===== config.mk =====
export PLATFORM = sky130hd
export DESIGN_NAME = fns_cac_encoder
export DESIGN_NICKNAME = d
export VERILOG_FILES = /design/src/rtl/fns_cac_encoder.sv
export SDC_FILE = /design/constraint.sdc
export NUM_CORES = 1
export LEC_CHECK = 0
export CORE_MARGIN = 2
export CORE_UTILIZATION = 30
export CTS_BUF_LIST = sky130_fd_sc_hd__clkbuf_8
export DETAILED_ROUTE_END_ITERATION = 8
export HOLD_SLACK_MARGIN = 0.06
export SYNTH_ARGS = -nofsm -noshare
export SYNTH_HDL_FRONTEND = slang
export SYNTH_SLANG_ARGS = --single-unit

===== constraint.sdc =====
create_clock -name clk -period 5.35 [get_ports clk]
set_clock_uncertainty 0.15 [all_clocks]
set_input_delay 1.07 -clock clk [delete_from_list [all_inputs] [get_ports clk]]
set_output_delay 1.07 -clock clk [all_outputs]
set_load 0.05 [all_outputs]

===== src/rtl/fns_cac_encoder.sv =====
// fns_cac_encoder: sequential Fibonacci-number-system CAC encoder.
// Maps a binary word onto the enabled TSVs by greedy MSB-first subtraction,
// one TSV per cycle, and presents the resulting codeword with a
// valid/ready handshake. Disabled TSVs are always driven 0.
//
// Optional build macro: FNS_CAC_ADJ_CHECK_EN -- when defined, a codeword
// with two adjacent ones is reported as an error (out_err=1, out_cw=0).
//
// Ports:
//   clk, rst             clock (rising edge), async active-high reset
//   in_valid/in_ready    input handshake; in_ready high only in IDLE
//   in_data  [DATA_W]    binary word to encode
//   en_flag  [N_TSV]     1 = TSV usable
//   fns_w    [N_TSV*W_W] weight of TSV i at [i*W_W +: W_W]
//   cap      [W_W]       exclusive upper bound of encodable values
//   out_valid/out_ready  output handshake
//   out_cw   [N_TSV]     codeword, bit i drives TSV i
//   out_err  [1]         word not encodable; out_cw forced 0
module fns_cac_encoder #(
  parameter int unsigned N_TSV  = 9,
  parameter int unsigned W_W    = 7,
  parameter int unsigned DATA_W = 7
) (
  input  logic                   clk,
  input  logic                   rst,
  input  logic                   in_valid,
  output logic                   in_ready,
  input  logic [DATA_W-1:0]      in_data,
  input  logic [N_TSV-1:0]       en_flag,
  input  logic [N_TSV*W_W-1:0]   fns_w,
  input  logic [W_W-1:0]         cap,
  output logic                   out_valid,
  input  logic                   out_ready,
  output logic [N_TSV-1:0]       out_cw,
  output logic                   out_err
);

  localparam int unsigned CMP_W = (DATA_W > W_W) ? DATA_W : W_W;
  localparam int unsigned IDX_W = (N_TSV > 1) ? $clog2(N_TSV) : 1;

  typedef enum logic [1:0] {
    IDLE = 2'd0,
    ENC  = 2'd1,
    DONE = 2'd2
  } state_e;

  state_e                 state_q, state_d;
  logic [CMP_W-1:0]       rem_q, rem_d;
  logic [N_TSV-1:0]       cw_q, cw_d;
  logic                   err_q, err_d;
  logic [IDX_W-1:0]       idx_q, idx_d;
  logic [N_TSV-1:0]       en_q, en_d;
  logic [N_TSV*W_W-1:0]   w_q, w_d;

  logic                   in_ready_q, in_ready_d;
  logic                   out_valid_q, out_valid_d;
  logic [N_TSV-1:0]       out_cw_q, out_cw_d;
  logic                   out_err_q, out_err_d;

  logic                   accept;
  logic                   out_hs;

  assign accept    = in_valid & in_ready_q;
  assign out_hs    = out_valid_q & out_ready;
  assign in_ready  = in_ready_q;
  assign out_valid = out_valid_q;
  assign out_cw    = out_cw_q;
  assign out_err   = out_err_q;

  // State, datapath and output registers
  always_ff @(posedge clk or posedge rst) begin
    if (rst) begin
      state_q     <= IDLE;
      rem_q       <= '0;
      cw_q        <= '0;
      err_q       <= 1'b0;
      idx_q       <= '0;
      en_q        <= '0;
      w_q         <= '0;
      in_ready_q  <= 1'b1;
      out_valid_q <= 1'b0;
      out_cw_q    <= '0;
      out_err_q   <= 1'b0;
    end else begin
      state_q     <= state_d;
      rem_q       <= rem_d;
      cw_q        <= cw_d;
      err_q       <= err_d;
      idx_q       <= idx_d;
      en_q        <= en_d;
      w_q         <= w_d;
      in_ready_q  <= in_ready_d;
      out_valid_q <= out_valid_d;
      out_cw_q    <= out_cw_d;
      out_err_q   <= out_err_d;
    end
  end

  // Next state and datapath: snapshot on accept, one greedy step per ENC cycle
  always_comb begin
    logic [CMP_W-1:0] w_cur;
    logic             en_cur;
    logic             take;
    logic [N_TSV-1:0] cw_next;
    logic [CMP_W-1:0] rem_next;
    logic             adj;

    state_d  = state_q;
    rem_d    = rem_q;
    cw_d     = cw_q;
    err_d    = err_q;
    idx_d    = idx_q;
    en_d     = en_q;
    w_d      = w_q;
    w_cur    = '0;
    en_cur   = 1'b0;
    take     = 1'b0;
    cw_next  = cw_q;
    rem_next = rem_q;
    adj      = 1'b0;

    // Select the weight and enable of the TSV under the cursor
    for (int i = 0; i < N_TSV; i++) begin
      if (IDX_W'(i) == idx_q) begin
        w_cur  = CMP_W'(w_q[i*W_W +: W_W]);
        en_cur = en_q[i];
      end
    end

    take = en_cur & (rem_q >= w_cur);
    for (int i = 0; i < N_TSV; i++) begin
      if (IDX_W'(i) == idx_q) cw_next[i] = take;
    end
    rem_next = take ? (rem_q - w_cur) : rem_q;

`ifdef FNS_CAC_ADJ_CHECK_EN
    // Two ones on physically adjacent TSVs means the weight set is bad
    for (int i = 0; i < N_TSV - 1; i++) begin
      adj = adj | (cw_next[i] & cw_next[i+1]);
    end
`endif

    case (state_q)
      IDLE: begin
        if (accept) begin
          en_d  = en_flag;
          w_d   = fns_w;
          cw_d  = '0;
          idx_d = IDX_W'(N_TSV - 1);
          if (CMP_W'(in_data) >= CMP_W'(cap)) begin
            rem_d   = '0;
            err_d   = 1'b1;
            state_d = DONE;
          end else begin
            rem_d   = CMP_W'(in_data);
            err_d   = 1'b0;
            state_d = ENC;
          end
        end
      end
      ENC: begin
        rem_d = rem_next;
        cw_d  = cw_next;
        if (idx_q == '0) begin
          // Last TSV: a leftover residue (or adjacency) invalidates the word
          state_d = DONE;
          if ((rem_next != '0) || adj) begin
            err_d = 1'b1;
            cw_d  = '0;
          end
        end else begin
          idx_d = idx_q - IDX_W'(1);
        end
      end
      DONE: begin
        if (out_hs) state_d = IDLE;
      end
      default: state_d = IDLE;
    endcase
  end

  // Outputs: follow the registered state one cycle later
  always_comb begin
    in_ready_d  = 1'b0;
    out_valid_d = 1'b0;
    out_cw_d    = out_cw_q;
    out_err_d   = out_err_q;
    case (state_q)
      IDLE: begin
        in_ready_d = ~accept;
      end
      ENC: begin
        in_ready_d = 1'b0;
      end
      DONE: begin
        if (!out_hs) begin
          out_valid_d = 1'b1;
          out_cw_d    = cw_q;
          out_err_d   = err_q;
        end
      end
      default: begin
        in_ready_d = 1'b0;
      end
    endcase
  end

endmodule


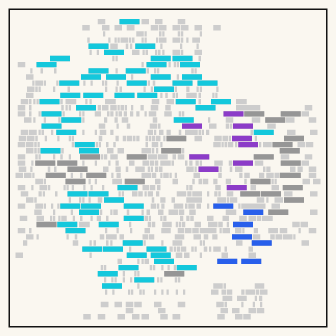
Run 1: where the registers sit
Other sequential cells in the stronger gray, the rest of the logic in the fainter gray.
`rem_q`: marked blue, flops 7, where south-east. `cw_q`: marked purple, flops 9, where east. `w_q`: marked cyan, flops 63.

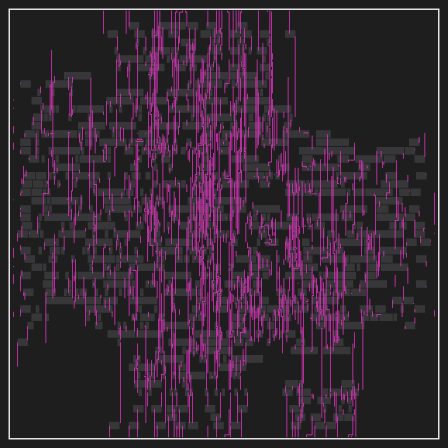
Run 1: met2 routing
The wires run mostly vertical. The layer carries 6470 um of wire. 640 nets have wire on it.

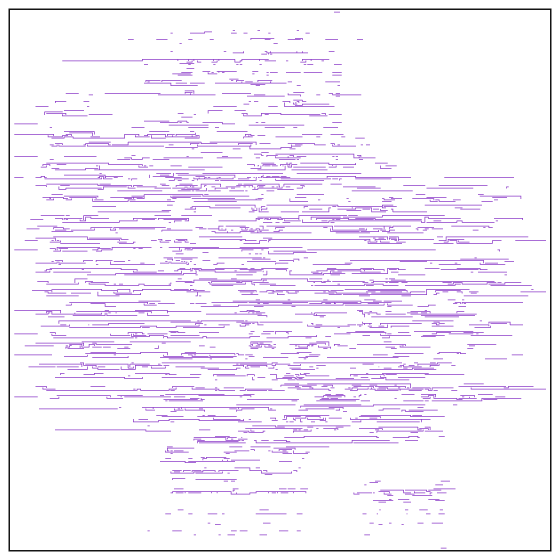
Run 1: the metal 1 layer
The layer holds 50% of the routed length. The layer carries 7250 um of wire. 726 nets have wire on it.

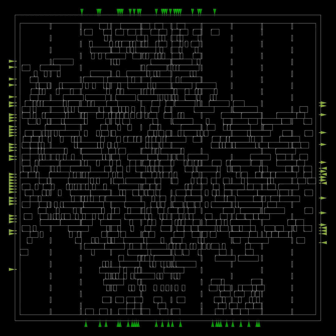
Run 1: placement view
Rows: 49
sequential cell area share: 38.5%
Filler Cells Inserted: 1885
CORE AREA: 18000 um^2

==> results.txt, run 1 <==
Share of layout cells above drive strength 1: 6.86%
Multi-input logic area: 2650 um^2
Cell mode on critical path: a21oi_1
Nets: 834
Post-Synthesis Cells: 639
Clock power frac: 13.4%
Initial antenna violation count: 0
Area Growth Syn to Fin: 25.9%
Die Wd: 140 um
Final Power: 3.93 mW
Critical path's top delay family: AND-OR/OR-AND gates
Endpoint, Worst Hold: w_q[48]
Syn nets: 749
Tightest Hold Check Type: register to register
DRT Wirelength: 14.5 mm
Switching share of total power: 43.3%
Worst-margin pin slew: 932 ps
Status: finished clean
Max-area cell share: 48.0%
Avg Vias per Cell: 4.77
Setup TNS: 0 ps
Slowest cell delay on critical path: 580 ps
Netlist Area Pre-Place: 5530 um^2
Number of remaining DRC errors: 0
EDFF count, synth: 0
Worst setup EP type: register
Setup Crit Path Kind: register to register
DP Wirelength: 10.8 mm
Sw Pwr: 1.70 mW
run 1: worst max-delay path by stage:
stage | from | to | slack (ps) | depth (start not counted)
3_3_place_gp | idx_q[0] | rem_q[5] | 690 | 16
4_1_cts | idx_q[1] | rem_q[5] | 450 | 18
6_report | idx_q[1] | rem_q[5] | 420 | 18
5_1_grt | idx_q[0] | rem_q[5] | 60 | 19
2_1_floorplan | idx_q[1] | rem_q[4] | 850 | 21
3_5_place_dp | idx_q[0] | rem_q[6] | 510 | 19
run 1: per-layer routing:
layer | track usage [%] | share of wire, % | up-vias
met1 | 23.2 | 50 | 2145
met3 | 3.51 | 4.7 | 6
li1 | - | - | 2323
met2 | 23.7 | 45 | 97
met4 | 2.68 | 0.70 | 0
met5 | 0 | 0 | -
run 1: area by class of cell:
cell class                      count  share of cell area [%]
Sequential cell                   107                    38.5
Multi-Input combinational cell    479                    38.1
Timing Repair Buffer              109                    15.4
Tap cell                          229                    4.11
Clock buffer                        9                    1.78
Clock inverter                      7                    1.15
Inverter                           18                    1.01
run 1: worst reg2reg max path, cell delays in order (launching register included):
cell      delay (ps)
dfrtp_1          440
inv_1            130
ha_1             580
a21oi_1          140
o21ai_0          220
a222oi_1         150
o211ai_1         200
o21ai_0          100
a21oi_1          170
ha_1             170
inv_1             60
fa_1             410
a211oi_2         280
o21bai_1         100
a21oi_1          200
xor2_1           300
nand4_2          240
o221a_1          430
a311o_1          350
run 1: placed cells by master (no fill, tap or decap), types with 5 or more instances in the layout:
cell               n
o21ai_0           30
o22ai_1            7
a21oi_1           14
buf_4              8
a21o_1             6
nor2_1            18
clkbuf_8           9
nand2_1          265
inv_1             21
and2_1             5
ha_1              19
mux2_2            10
dfrtp_1          106
clkdlybuf4s50_1  101
a222oi_1           6
mux2i_1            5
and3b_1            6
o211ai_1           8
nand3_1            6
run 1: power groups by stage:
| stage | combinational (mW) | sequential, mW | clock [mW] |
|---|---|---|---|
| finish | 1.96 | 1.45 | 0.527 |
| CTS | 1.97 | 1.44 | 0.545 |
| global placement | 1.93 | 1.46 | 0 |
| global route | 2.21 | 1.49 | 0.579 |
| floorplan | 1.38 | 1.46 | 0 |
| detailed placement | 1.96 | 1.46 | 0 |
run 1: registers in the layout (all words and copies together) (netlist names):
signal	count
cw_q	9
en_q	9
err_q	1
idx_q	4
in_ready	1
out_cw	9
out_err	1
out_valid	1
rem_q	7
state_q	2
w_q	63
run 1: through the flow:
stage / hold slack, ps / std cells / area [um^2] / setup WS (ps)
after detailed placement: 310 / 942 / 6760 / 507
after global routing: 360 / 958 / 6960 / 56.0
after CTS: 335 / 958 / 6960 / 455
after floorplan: 288 / 639 / 5530 / 852
final: 335 / 958 / 6960 / 418
after global placement: 309 / 942 / 6760 / 693
run 1: cell families after synthesis:
logic type               synth area share, %
adder cells (fa/ha/maj)                 4.66
buffers and inverters                   3.78
XOR/XNOR                               0.950
AND-OR/OR-AND                           14.6
AND/OR/NAND/NOR                         24.7
multiplexers                            2.94
flip-flops                              48.4
Run 1, cell density map:
14 x 14 tiles, from white (low) to dark blue (high), 0 to 100% covered.
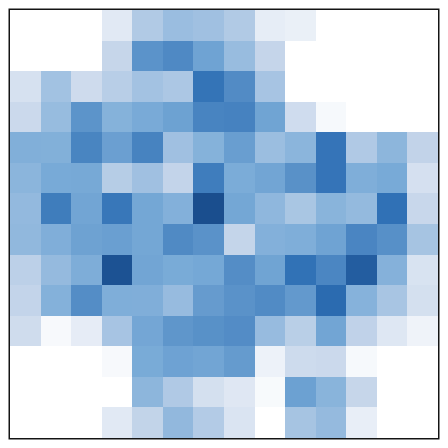

==> run 2: changes to the inputs <==
Settings changed: CAP_MARGIN from default to 25, DONT_BUFFER_PORTS from default to 1.
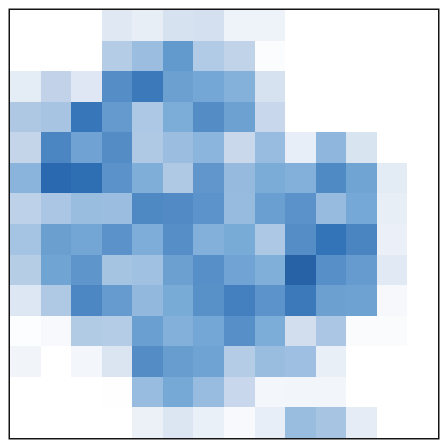
Run 2: cell density map
14 x 14 tiles, from white (low) to dark blue (high), 0 to 100% covered.
27% of the tiles are nearly empty. The mean over all tiles is 29%. The emptiest ninth of the die: north-east. 1.0% of the tiles are over 75% full. The fullest tile reaches 80%.

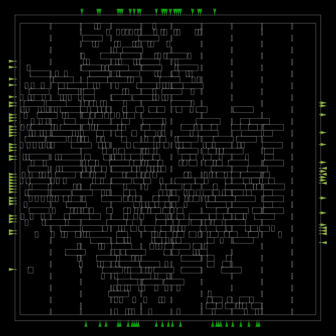
Run 2: placement view
sequential cell area share: 45.0%
utilization after layout: 33.0%

==> results.txt, run 2 <==
Power Dens Cells: 637 nW/um^2
Rows: 49 (unchanged)
Max-area cell share: 48.0% (unchanged)
Synth Seq Share: 48.4%
Filler Cells Inserted: 1962 (+4.1%)
Setup Crit Path Kind: register to register
Syn nets: 749 (unchanged)
Mux share: 2.94% (unchanged)
Tcrit/Tclk final: 91.1%
Endpoint, Worst Hold: w_q[42]
Largest Register: w_q
Switching share of total power: 44.9% (+1.6 points)
Most common logic cell in the routed design: nand2_1
Compound-cell area share of the yosys netlist: 14.6% (unchanged)
Adder Area Share: 4.66% (unchanged)
XORs/XNORs by Area: 0.950% (unchanged)
R2R Path Start: idx_q[0]
Die Wd: 140 um (unchanged)
Post-Synthesis Cells: 639 (unchanged)
EDFF count, synth: 0 (unchanged)
Setup TNS: 0 ps (unchanged)
Top non-seq family: simple AND/OR/NAND/NOR gates
Final-report hold violation count: 0
Clock power frac: 14.0% (+0.6 points)
DRT Wirelength: 14.3 mm (-1.2%)
Sw Pwr: 1.70 mW (+0.14%)
Avg Vias per Cell: 4.89 (+2.4%)
Largest register FFs: 63 (unchanged)
CORE AREA: 18000 um^2 (unchanged)
Tightest Hold Check Type: register to register
Share of layout cells above drive strength 1: 8.45% (+1.6 points)
Area Growth Syn to Fin: 7.58%
Reg2Reg Depth: 19
Top Layout Cells: 265 x nand2_1, 106 x dfrtp_1, 30 x o21ai_0
DP Wirelength: 10.5 mm (-2.2%)
Worst setup EP type: register
Worst-margin pin slew: 927 ps (-5.19 ps)
Status: finished clean
Simple-Gate Fraction of Synth Area: 24.7% (unchanged)
Initial antenna violation count: 0 (unchanged)
Cts hold-fix bufs: 0
Netlist Area Pre-Place: 5530 um^2 (unchanged)
Wirelength per Cell: 16.7 um
Number of remaining DRC errors: 0 (unchanged)
## run 2: logic make-up after synthesis
group | count (synthesis)
AND-OR/OR-AND | 112
XOR/XNOR | 6
adder cells (fa/ha/maj) | 20
buffers and inverters | 53
flip-flops | 107
multiplexers | 15
AND/OR/NAND/NOR | 326
## run 2: cell type report
class | instances | area (um^2) | area share (%)
flip-flops and latches | 107 | 2680 | 45.0
multi-input cells | 479 | 2650 | 44.6
well taps | 229 | 287 | 4.81
clock buffers | 10 | 138 | 2.31
clock inverters | 6 | 71.3 | 1.20
inverters | 18 | 70.1 | 1.18
repair buffers | 7 | 52.6 | 0.883
## run 2: per-layer routing
layer,vias to the layer above,wire [um],global-route usage (%)
met5,-,0,0
met2,97,6220,21.5
met3,13,765,2.99
met1,1958,7170,22.4
met4,0,168,3.89
li1,2114,-,-
## run 2: power by group through the flow
stage	clock, mW	combinational, mW	sequential [mW]
2_1_floorplan	0	1.38	1.46
3_3_place_gp	0	1.68	1.59
3_5_place_dp	0	1.69	1.59
4_1_cts	0.546	1.71	1.57
5_1_grt	0.577	1.93	1.62
6_report	0.532	1.69	1.57
## run 2: critical path, cell delays in order (launching register included)
cell and delay, ps:
dfrtp_1 440, inv_1 150, ha_1 460, and3b_1 220, a21oi_1 40, o21ai_0 200
a222oi_1 140, o211ai_1 210, o21ai_0 100, a21oi_1 200, ha_1 190, inv_1 60
fa_1 410, a211oi_2 290, o21bai_1 110, a21oi_1 180, xor2_1 240, nand4_2 200
o221a_1 420, a311o_1 360
## run 2: worst max path at each step
stage              from       end  depth (start not counted)
6_report       idx_q[0]  rem_q[5]                         19
2_1_floorplan  idx_q[1]  rem_q[4]                         21
5_1_grt        idx_q[0]  rem_q[6]                         16
4_1_cts        idx_q[0]  rem_q[5]                         16
3_3_place_gp   idx_q[0]  rem_q[6]                         19
3_5_place_dp   idx_q[0]  rem_q[5]                         19
## run 2: stage by stage
step | power [mW] | cells | instance area [um^2] | setup slack [ps] | utilization, %
2_1_floorplan | 2.84 | 639 | 5530 | 852 | -
3_3_place_gp | 3.27 | 840 | 5740 | 549 | 31.9
3_5_place_dp | 3.28 | 840 | 5740 | 517 | 31.9
4_1_cts | 3.83 | 856 | 5950 | 488 | 33.0
5_1_grt | 4.13 | 856 | 5950 | 30.9 | 33.0
6_report | 3.79 | 856 | 5950 | 474 | 33.0
==> run 3: changes to the inputs <==
Settings changed: SLEW_MARGIN from default to 20.
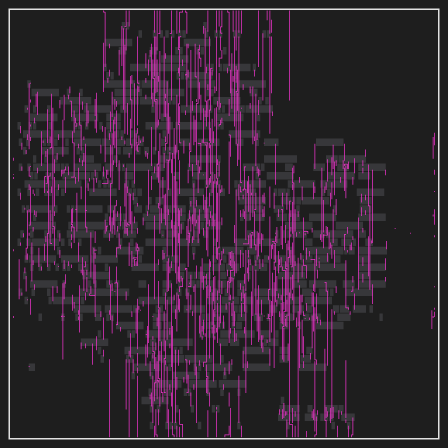
Run 3: met2 routing
The layer carries 6220 um of wire. The wires run mostly vertical.

==> results.txt, run 3 <==
Synth Seq Share: 48.4% (unchanged)
Most common logic cell in the routed design: nand2_1
Share of layout cells above drive strength 1: 8.45% (unchanged)
Power Dens Cells: 637 nW/um^2 (unchanged)
Setup ws final: 474 ps (unchanged)
Tightest Hold Check Type: register to register
Post-Synthesis Cells: 639 (unchanged)
Wirelength per Cell: 16.7 um (unchanged)
Top Layout Cells: 265 x nand2_1, 106 x dfrtp_1, 30 x o21ai_0
Number of remaining DRC errors: 0 (unchanged)
CORE AREA: 18000 um^2 (unchanged)
Avg Vias per Cell: 4.89 (unchanged)
Cts hold-fix bufs: 0 (unchanged)
Rows: 49 (unchanged)
Setup TNS: 0 ps (unchanged)
Worst setup EP type: register
Initial antenna violation count: 0 (unchanged)
Syn nets: 749 (unchanged)
Final-report hold violation count: 0 (unchanged)
DRT Wirelength: 14.3 mm (unchanged)
Setup Crit Path Kind: register to register
Utilization after layout: 33.0% (unchanged)
DP Wirelength: 10.5 mm (unchanged)
Largest Register: w_q
Max-area cell share: 48.0% (unchanged)
Reg2Reg Depth: 19 (unchanged)
Status: finished clean
Final Power: 3.79 mW (unchanged)
Largest register FFs: 63 (unchanged)
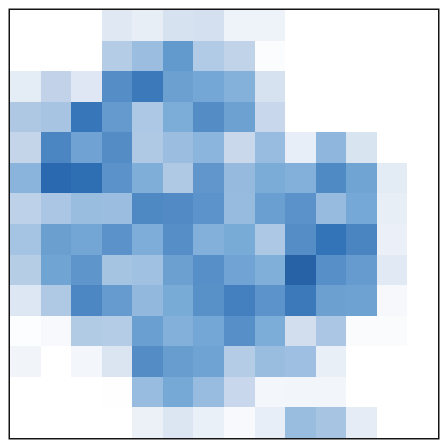
Run 3: cell density map
14 x 14 tiles, from white (low) to dark blue (high), 0 to 100% covered.
The fullest tile reaches 80%. The mean over all tiles is 29%. The emptiest ninth of the die: north-east. 1.0% of the tiles are over 75% full. 27% of the tiles are nearly empty.

## run 3: kinds of logic after synthesis
logic type | Yosys count | synth area share [%]
AND/OR/NAND/NOR | 326 | 24.7
adder cells (fa/ha/maj) | 20 | 4.66
flip-flops | 107 | 48.4
XOR/XNOR | 6 | 0.950
multiplexers | 15 | 2.94
AND-OR/OR-AND | 112 | 14.6
buffers and inverters | 53 | 3.78
## run 3: area by class of cell
| type | instances | area [um^2] |
|---|---|---|
| clock buffer | 10 | 138 |
| clock inverter | 6 | 71.3 |
| fill | 1962 | 12100 |
| multi-input combinational | 479 | 2650 |
| inverter | 18 | 70.1 |
| tap | 229 | 287 |
| timing repair buffer | 7 | 52.6 |
| sequential | 107 | 2680 |
## run 3: metal layers
layer	share of wire, %	GRT usage [%]	vias up
li1	-	-	2114
met1	50	22.4	1958
met2	43	21.5	97
met3	5.3	2.99	13
met4	1.2	3.89	0
met5	0	0	-
## run 3: worst max-delay path, stage by stage, from the launching register on
cell      delay, ps
dfrtp_1         440
inv_1           150
ha_1            460
and3b_1         220
a21oi_1          40
o21ai_0         200
a222oi_1        140
o211ai_1        210
o21ai_0         100
a21oi_1         200
ha_1            190
inv_1            60
fa_1            410
a211oi_2        290
o21bai_1        110
a21oi_1         180
xor2_1          240
nand4_2         200
o221a_1         420
a311o_1         360
## run 3: where the power goes
| group | internal [mW] | switching (mW) | total (mW) |
|---|---|---|---|
| clock network | 0.234 | 0.297 | 0.532 |
| logic | 0.687 | 1.01 | 1.69 |
| registers | 1.17 | 0.401 | 1.57 |
| total | 2.09 | 1.70 | 3.79 |
## run 3: path summary, 6_finish.rpt
check / startpoint / end / slack (ps)
worst max-delay path: idx_q[0] / rem_q[5] / 470
worst min-delay path: w_q[42] / w_q[42] / 330
worst max register to register: idx_q[0] / rem_q[5] / 470
worst min register to register: w_q[42] / w_q[42] / 330
max in group asynchronous: rst / w_q[42] / 3390
min in group asynchronous: rst / idx_q[3] / 560
## run 3: stage by stage
| step | instance area, um^2 | instances |
|---|---|---|
| 6_report | 5950 | 856 |
| 5_1_grt | 5950 | 856 |
| 2_1_floorplan | 5530 | 639 |
| 3_5_place_dp | 5740 | 840 |
| 3_3_place_gp | 5740 | 840 |
| 4_1_cts | 5950 | 856 |
No activity file was given, so power comes from the tool's default toggle rates.
